==> run_1/m1.png <==
Scale: 3 px per um.
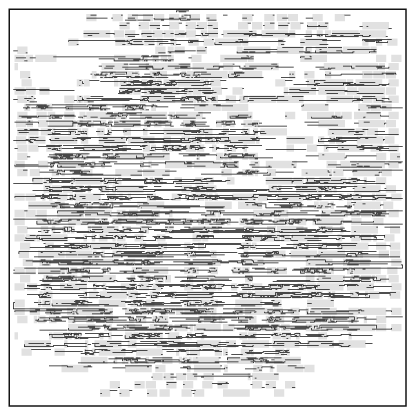
==> run_1/m2.png <==
Scale: 4 px per um.
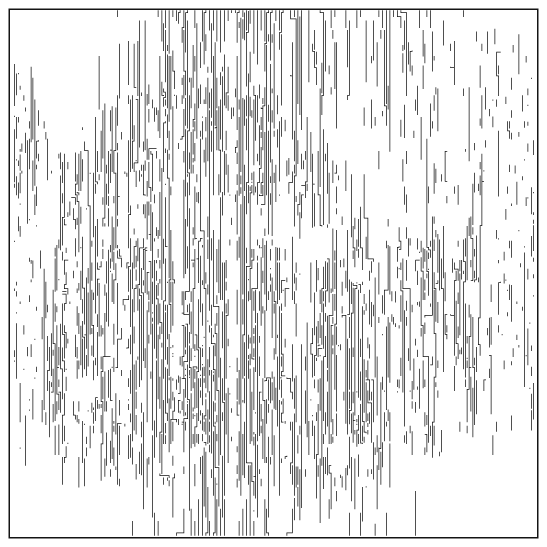
==> run_1/m3.png <==
Scale: 2 px per um.
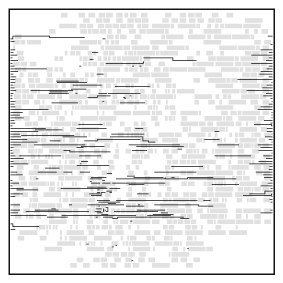
Design mem_access_unit, sky130hd; sources not shown.
==> reports/results.ini, run 1 <==
[outcome]
run_status=completed

[worst_setup_path]
worst-r2r-setup-slack_ns=1.26
critPathLaunchType=register
cp.required_ns=3.14
worst_path_max_delay_cell=sky130_fd_sc_hd__clkdlybuf4s50_1
critical_path_cell_count=2
timing.critical_path.slowest_cell_delay_ns=0.77
criticalPathCategory=reg -> out
cp-end-kind=primary output
worstPathBufferInverterCount=1

[cells_and_area]
final_design_area_no_fill_um2=9420
layout.cells.most_common=sky130_fd_sc_hd__clkdlybuf4s50_1
seq_area_share_pct=32.4
lay_top_cells=200 x sky130_fd_sc_hd__clkdlybuf4s50_1, 122 x sky130_fd_sc_hd__dfrtp_1, 73 x sky130_fd_sc_hd__nand2_1, 36 x sky130_fd_sc_hd__inv_1, 32 x sky130_fd_sc_hd__o32ai_1
areaGrowthSynthToFinish_pct=39.9
fill_cells=1446
final_nets=972
final-seq-area_um2=3050
comb_share_pct=34.5
comb_area_um2=3250

[floorplanning]
coreArea_um2=16500
number_of_ports_placed_on_the_die_boundary=204
die_area_um2=17400
floorplan.core_util_pct=40.7
die_height_um=132

[power_and_ir_drop]
power_top_consumer=combinational logic
p_switching_w=0.00311
pg_clk_w=0.00153
design_power_total_w=0.00710
internal_power_w=0.00399
pwr-share-clk_pct=21.6
comb_cell_power_w=0.00340
power.share.combinational_pct=48.0
power.density_nw_per_um2=753
seqPwrFrac_pct=30.5

[global_route]
grt_max_degree=123
busiest_layer=met2
grt_use_total_pct=26.9

[detailed_routing]
detail_route.vias_per_cell=5.89
routed-wl-met3_mm=1.77
highest-signal-layer=met4
routedWlPerCell_um=20.7

[yosys]
number_of_distinct_standard_cells_referenced_by_the_synthesized_netlist=56
simple_gate_share_pct=15.5
post_synth_ao_oa_area_fraction_pct=25.6
ys_seq_share_pct=45.3
post_synth_main_area_contributors=sky130_fd_sc_hd__dfrtp_1 45%, sky130_fd_sc_hd__o32ai_1 4.2%, sky130_fd_sc_hd__nand2_1 4.1%
synthAdderAreaFrac_pct=0.743
ys.warnings.count=0
yosysChipArea_um2=6730
post_synth_instance_area_um2=6730
flop_cell=sky130_fd_sc_hd__dfrtp_1
yosysCellCount=697
top_cells_by_count=122 x sky130_fd_sc_hd__dfrtp_1, 73 x sky130_fd_sc_hd__nand2_1, 49 x sky130_fd_sc_hd__clkbuf_1
postSynthRegisterBits=122

[sta]
final.min_clock_period_ns=2.70
fmax_mhz=370
hold_viol_final=0
report.final.setup_viol=0
clock-skew-final_ns=0.00800
setup-tns-final_ns=0
drv_slew=0

[clock_network]
postCtsResizedCells=0
latency_at_later_pin_ns=0.43
clock_transition_at_the_register_clock_pins_on_the_worst_setup_and_hold_paths_after_cts_ns=0.06
postCtsSetupBuffers=0
clock_sink_count=122

[placement]
place.port_buffers=201

[run]
tool_warning_count=31

Notes on m1.png above:
The wires run mostly horizontal. The layer carries 9940 um of wire. 822 nets have wire on it. The longest straight run is 32.9 um. The layer holds 44% of the routed length.
met1 GRT Util: 37.5%
total wire length: 22.8 mm
Via Count: 6467

Notes on m2.png above:
805 nets have wire on it. The longest straight run is 72.8 um. The layer holds 45% of the routed length.
met2 Resource Use GR: 40.1%

Notes on m3.png above:
The longest straight run is 40.5 um. The layer carries 1770 um of wire. The wires run mostly horizontal. The layer holds 7.8% of the routed length. 198 nets have wire on it.
global-route met3 utilization: 5.69%

==> run_1/congestion_map.png <==
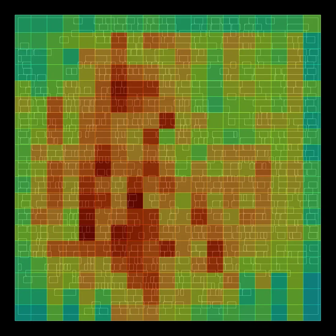

## Run 2: what changed since run 1
--- a/config.mk
+++ b/config.mk
@@ -7,7 +7,7 @@
 export LEC_CHECK = 0
 export CORE_UTILIZATION = 40
 export DETAILED_ROUTE_END_ITERATION = 6
-export PLACE_DENSITY = 0.7
+export PLACE_DENSITY = 0.73
 export SLEW_MARGIN = 20
 export SYNTH_ARGS = -nofsm -noshare
 export SYNTH_HDL_FRONTEND = slang
==> constraint.sdc (replaced) <==
create_clock -name clk -period 2.2 [get_ports clk]
set_input_delay 0.33 -clock clk [delete_from_list [all_inputs] [get_ports clk]]
set_output_delay 0.33 -clock clk [all_outputs]
set_load 0.03 [all_outputs]
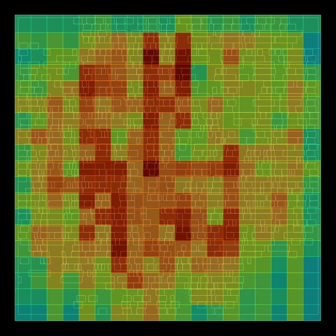
(run_2/congestion_map.png)
routed wire length per instance: 20.0 um
gr busiest metal: met2

==> run 2 against run 1 <==
Utilization up 2.8 points; first-iteration DRC count down 28%; final cell count up 4.0%; non-clock buffer count up 43; critical endpoint is now writeData[31]; highest routed layer unchanged.
==> reports/results.ini, run 2 <==
[sta]
final.min_clock_period_ns=2.05
fmax_mhz=489
setup-tns-final_ns=0  ; unchanged
clock-skew-final_ns=0.00797  ; -0.0000287 ns
ratio_of_final_minimum_period_to_clock_period_pct=93.0
hold_viol_final=0  ; unchanged
report.final.setup_viol=0  ; unchanged

[floorplanning]
die_area_um2=17400  ; unchanged
floorplan.core_util_pct=40.7  ; unchanged
number_of_ports_placed_on_the_die_boundary=204  ; unchanged
coreArea_um2=16500  ; unchanged
die_height_um=132  ; unchanged

[worst_setup_path]
worstPathBufferInverterCount=2  ; +1
critPathLaunchType=register
criticalPathCategory=reg -> reg
critical_path_fanouts_max=30
critical_path_cell_count=7  ; +5
timing.critical_path.slowest_cell_delay_ns=0.45  ; -0.32 ns
worst-r2r-setup-slack_ns=0.15  ; -1.11 ns
cp-end-kind=register
worst_path_max_delay_cell=sky130_fd_sc_hd__dfrtp_1

[power_and_ir_drop]
cellLeakagePower_nw=4.16
internal_power_w=0.00720  ; +80%
design_power_total_w=0.0125  ; +76%
power.share.combinational_pct=49.6  ; +1.6 points
pg_clk_w=0.00272  ; +78%
comb_cell_power_w=0.00620  ; +82%
power.density_nw_per_um2=1270  ; +68%
power_top_consumer=combinational logic
p_switching_w=0.00531  ; +71%

[cells_and_area]
fill_cells=1439  ; -0.48%
comb_area_um2=3270  ; +0.58%
layout.cells.most_common=sky130_fd_sc_hd__clkdlybuf4s50_1
lay_top_cells=199 x sky130_fd_sc_hd__clkdlybuf4s50_1, 122 x sky130_fd_sc_hd__dfrtp_1, 73 x sky130_fd_sc_hd__nand2_1, 54 x sky130_fd_sc_hd__buf_4, 36 x sky130_fd_sc_hd__inv_1
comb_share_pct=33.1  ; -1.4 points
final_nets=1015  ; +4.4%
seq_area_share_pct=30.9  ; -1.5 points
final_design_area_no_fill_um2=9880  ; +4.8%
flops=122
areaGrowthSynthToFinish_pct=46.7

[clock_network]
postCtsResizedCells=1  ; +1
clock_sink_count=122  ; unchanged
latency_at_later_pin_ns=0.42  ; about the same
clock_transition_at_the_register_clock_pins_on_the_worst_setup_and_hold_paths_after_cts_ns=0.06  ; about the same
postCtsSetupBuffers=0  ; unchanged

[yosys]
post_synth_instance_area_um2=6730  ; unchanged
postSynthRegisterBits=122  ; unchanged
yosysChipArea_um2=6730  ; unchanged
synthAdderAreaFrac_pct=0.743  ; unchanged
simple_gate_share_pct=15.5  ; unchanged
number_of_distinct_standard_cells_referenced_by_the_synthesized_netlist=56  ; unchanged
flop_cell=sky130_fd_sc_hd__dfrtp_1
yosysCellCount=697  ; unchanged
post_synth_main_area_contributors=sky130_fd_sc_hd__dfrtp_1 45%, sky130_fd_sc_hd__o32ai_1 4.2%, sky130_fd_sc_hd__nand2_1 4.1%
ys_seq_share_pct=45.3  ; unchanged
top_cells_by_count=122 x sky130_fd_sc_hd__dfrtp_1, 73 x sky130_fd_sc_hd__nand2_1, 49 x sky130_fd_sc_hd__clkbuf_1
ys.warnings.count=0  ; unchanged

[detailed_routing]
routed-wl-met3_mm=1.94  ; +9.5%
detail_route.vias_per_cell=5.82  ; -1.1%
drt_pass1_iterations=5
highest-signal-layer=met4

[placement]
place.port_buffers=201  ; unchanged

[global_route]
grt_max_degree=50  ; -59%
globalRouteMet3Util_pct=6.50  ; +0.81 points
gr-usage-met1_pct=35.9  ; -1.5 points
grt_use_total_pct=26.9  ; about the same

[outcome]
run_status=completed

[run]
tool_warning_count=29  ; -6.5%

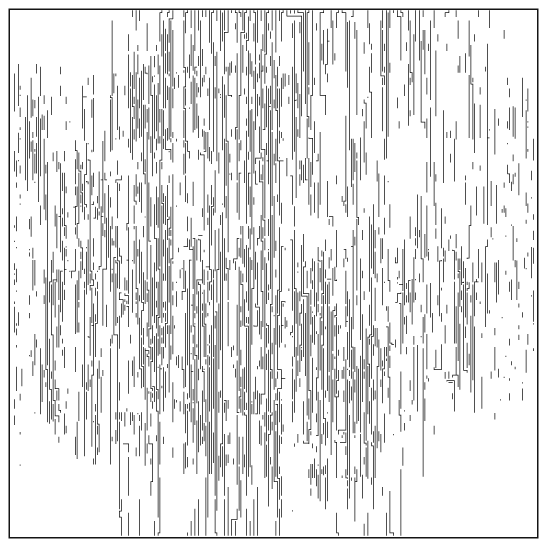
(run_2/m2.png)
Scale: 4 px per um.
The layer holds 46% of the routed length. 870 nets have wire on it. The wires run mostly vertical. The longest straight run is 57.8 um. The layer carries 10500 um of wire.
met2 Resource Use GR: 41.3%
total wire length: 22.9 mm
Via Count: 6652

Power and IR drop assume default switching activity.
